<file path="src/rtl/if_stage.sv">
// Instruction-fetch stage with IF/ID pipeline register, a one-entry skid buffer and redirect drain.
// Optional `IF_PERF_CNT_EN adds fetched/bubble performance counters.
module if_stage #(
  parameter logic [31:0] RESET_PC  = 32'h0000_0000,
  parameter logic [31:0] NOP_INSTR = 32'h0000_0000
) (
  input  logic        clk,
  input  logic        reset,
  input  logic        stall,
  input  logic        redirect,
  input  logic [31:0] redirect_pc,
  output logic        imem_req,
  output logic [31:0] imem_addr,
  input  logic        imem_ack,
  input  logic [31:0] imem_rdata,
  output logic        if_id_valid,
  output logic [31:0] if_id_instr,
  output logic [31:0] if_id_pc_plus4
`ifdef IF_PERF_CNT_EN
  ,
  output logic [31:0] perf_fetched,
  output logic [31:0] perf_bubbles
`endif
);

  typedef enum logic [1:0] {StFetch, StHold, StDrain} state_e;

  state_e      state_q, state_d;
  logic [31:0] pc_q, pc_d;
  logic        req_q;
  logic [31:0] skid_instr_q, skid_instr_d;
  logic [31:0] skid_pc4_q, skid_pc4_d;
  logic [31:0] pend_q, pend_d;
  logic        valid_q, valid_d;
  logic [31:0] instr_q, instr_d;
  logic [31:0] pc4_q, pc4_d;

  logic        mem_ack;
  logic [31:0] pc_plus4;
  logic [31:0] target;

  // An ack is only meaningful against a request we are actually presenting.
  assign mem_ack  = imem_ack & req_q;
  assign pc_plus4 = pc_q + 32'd4;
  assign target   = redirect_pc & ~32'd3;

  always_comb begin
    state_d      = state_q;
    pc_d         = pc_q;
    skid_instr_d = skid_instr_q;
    skid_pc4_d   = skid_pc4_q;
    pend_d       = pend_q;
    valid_d      = valid_q;
    instr_d      = instr_q;
    pc4_d        = pc4_q;

    unique case (state_q)
      StFetch: begin
        if (redirect) begin
          valid_d = 1'b0;
          instr_d = NOP_INSTR;
          pc4_d   = 32'd0;
          // With a request still in flight its data must be drained before refetching.
          if (mem_ack || !req_q) begin
            pc_d = target;
          end else begin
            pend_d  = target;
            state_d = StDrain;
          end
        end else if (stall) begin
          if (mem_ack) begin
            skid_instr_d = imem_rdata;
            skid_pc4_d   = pc_plus4;
            pc_d         = pc_plus4;
            state_d      = StHold;
          end
        end else if (mem_ack) begin
          valid_d = 1'b1;
          instr_d = imem_rdata;
          pc4_d   = pc_plus4;
          pc_d    = pc_plus4;
        end else begin
          valid_d = 1'b0;
        end
      end
      StHold: begin
        if (redirect) begin
          valid_d = 1'b0;
          instr_d = NOP_INSTR;
          pc4_d   = 32'd0;
          pc_d    = target;
          state_d = StFetch;
        end else if (!stall) begin
          valid_d = 1'b1;
          instr_d = skid_instr_q;
          pc4_d   = skid_pc4_q;
          state_d = StFetch;
        end
      end
      StDrain: begin
        if (redirect) begin
          valid_d = 1'b0;
          instr_d = NOP_INSTR;
          pc4_d   = 32'd0;
          pend_d  = target;
        end
        if (mem_ack) begin
          pc_d    = redirect ? target : pend_q;
          state_d = StFetch;
        end
      end
      default: state_d = StFetch;
    endcase
  end

  always_ff @(posedge clk or posedge reset) begin
    if (reset) begin
      state_q      <= StFetch;
      pc_q         <= RESET_PC;
      req_q        <= 1'b0;
      skid_instr_q <= 32'd0;
      skid_pc4_q   <= 32'd0;
      pend_q       <= 32'd0;
      valid_q      <= 1'b0;
      instr_q      <= NOP_INSTR;
      pc4_q        <= 32'd0;
    end else begin
      state_q      <= state_d;
      pc_q         <= pc_d;
      req_q        <= (state_d != StHold);
      skid_instr_q <= skid_instr_d;
      skid_pc4_q   <= skid_pc4_d;
      pend_q       <= pend_d;
      valid_q      <= valid_d;
      instr_q      <= instr_d;
      pc4_q        <= pc4_d;
    end
  end

  assign imem_req       = req_q;
  assign imem_addr      = pc_q;
  assign if_id_valid    = valid_q;
  assign if_id_instr    = instr_q;
  assign if_id_pc_plus4 = pc4_q;

`ifdef IF_PERF_CNT_EN
  logic        fetched_now;
  logic [31:0] fetched_q;
  logic [31:0] bubbles_q;

  assign fetched_now = !redirect && !stall &&
                       ((state_q == StFetch && mem_ack) || (state_q == StHold));

  always_ff @(posedge clk or posedge reset) begin
    if (reset) begin
      fetched_q <= 32'd0;
      bubbles_q <= 32'd0;
    end else begin
      if (fetched_now) fetched_q <= fetched_q + 32'd1;
      if (!valid_q && !stall) bubbles_q <= bubbles_q + 32'd1;
    end
  end

  assign perf_fetched = fetched_q;
  assign perf_bubbles = bubbles_q;
`endif

endmodule

</file>
<file path="config.mk">
export PLATFORM = sky130hd
export DESIGN_NAME = if_stage
export DESIGN_NICKNAME = d
export VERILOG_FILES = /design/src/rtl/if_stage.sv
export SDC_FILE = /design/constraint.sdc
export NUM_CORES = 1
export LEC_CHECK = 0
export ABC_AREA = 1
export CAP_MARGIN = 20
export CORE_ASPECT_RATIO = 1.75
export CORE_UTILIZATION = 24
export CTS_CLUSTER_SIZE = 12
export DETAILED_ROUTE_END_ITERATION = 8
export SLEW_MARGIN = 30
export SYNTH_ARGS = -nofsm -noshare
export SYNTH_HDL_FRONTEND = slang
export SYNTH_SLANG_ARGS = --single-unit
</file>
<file path="constraint.sdc">
create_clock -name clk -period 8.6 [get_ports clk]
set_clock_uncertainty 0.1 [all_clocks]
set_input_delay 1.72 -clock clk [delete_from_list [all_inputs] [get_ports clk]]
set_output_delay 1.72 -clock clk [all_outputs]
set_load 0.1 [all_outputs]
</file>
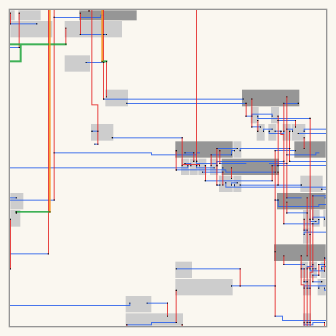
(run_1/detail.png)
Region (88, 172) to (138, 222) um. Cells in grey, sequential cells in the stronger grey; small squares are vias.
- red: metal 2
- blue: metal 1
- orange: metal 4
- green: metal 3
- netlist names of flops here include: skid_instr_q (4), if_id_instr (3)
- most frequent: nand2_1 (18), dfrtp_1 (7)
- cells with their middle in the window: 41
- sequential cells in the window: 7

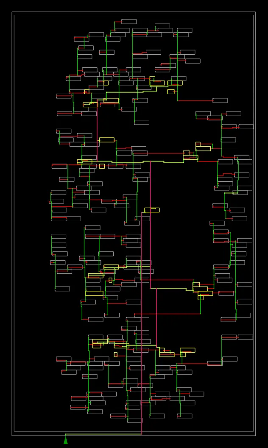
(run_1/clocks.png)
Sink Count: 196
seq_cells: 196
clock latency on the worst-skew pair: 0.44 ns

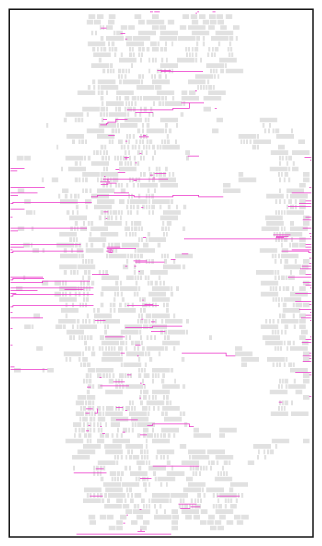
(run_1/layer_met3.png)
Scale: 2 px per um. Cells faint in the background.
- main direction: horizontal
- wire length on this layer: 1370 um
- longest straight run: 63.2 um
met3 usage: 3.73%
Vias: 8261

==> results.json, run 1 <==
{
  "cp.arrival_ns": 4.78,
  "slowest_stage": "buf_4",
  "reg2reg_slack_ns": 5.48,
  "avgRoutedWirePerCell_um": 15.1,
  "top_area_cell": "dfrtp_1",
  "clk_pin_slew_ns": 0.08,
  "die_h_um": 263,
  "cts_resized": 0,
  "syn-cell-area_sq_um": 9350,
  "cts_setup_buffers": 0,
  "status": "finished clean",
  "ys_chip_area_sq_um": 9350,
  "grtUsageMet1_pct": 15.1,
  "yosysTopAreaCellShare_pct": 52.5,
  "finalCoreUtilization_pct": 30.9,
  "final.period_utilization_pct": 53.0,
  "overflow": 0,
  "ys_seq_share_pct": 52.5,
  "io_pins": 167
}
==> run 2: changes to the inputs <==
==> constraint.sdc (replaced) <==
create_clock -name clk -period 4.19 [get_ports clk]
set_clock_uncertainty 0.1 [all_clocks]
set_input_delay 0.838 -clock clk [delete_from_list [all_inputs] [get_ports clk]]
set_output_delay 0.838 -clock clk [all_outputs]
set_load 0.1 [all_outputs]
==> results.json, run 2 <==
{
  "ys_chip_area_sq_um": 9350,
  "cts.sinks": 196,
  "avgRoutedWirePerCell_um": 15.3,
  "post-route-drc-count": 0,
  "yosysTopAreaCellShare_pct": 52.5,
  "status": "finished clean",
  "grtUsageMet1_pct": 15.9,
  "ys_seq_share_pct": 52.5,
  "reg2reg_slack_ns": 1.70,
  "syn-cell-area_sq_um": 9350,
  "cp.arrival_ns": 2.16,
  "flops": 196,
  "critical-path-top-delay-family": "buffers and inverters",
  "io_pins": 167,
  "clk_pin_slew_ns": 0.07,
  "num-nonclk-inverters": 86,
  "buffers_excl_clock": 177,
  "cts_resized": 0,
  "die_area_sq_um": 39800,
  "worstSkewPairLatency_ns": 0.45,
  "min_to": "skid_instr_q[16]",
  "finalCoreUtilization_pct": 31.0,
  "cts_setup_buffers": 0,
  "slowest_stage": "clkdlybuf4s50_1",
  "synth_xor_xnor_area_share_pct": 1.31,
  "top_area_cell": "dfrtp_1",
  "die_h_um": 263,
  "drt-met1-wl_um": 11000,
  "dp.final_hpwl_um": 20600,
  "worstPathCellList": "clkdlybuf4s50_1",
  "overflow": 0,
  "vias": 8243,
  "final.period_utilization_pct": 73.9
}
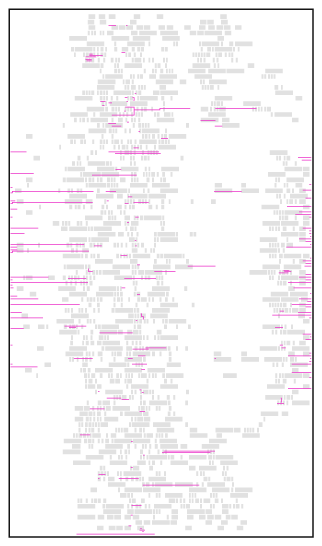
(run_2/layer_met3.png)
Scale: 2 px per um. Cells faint in the background.
- nets with wire on the layer: 126
- share of all routed wire: 4.0%
- longest straight run: 40.5 um
- wire length on this layer: 1130 um
drt total wl: 28400 um
met3 usage: 2.79%

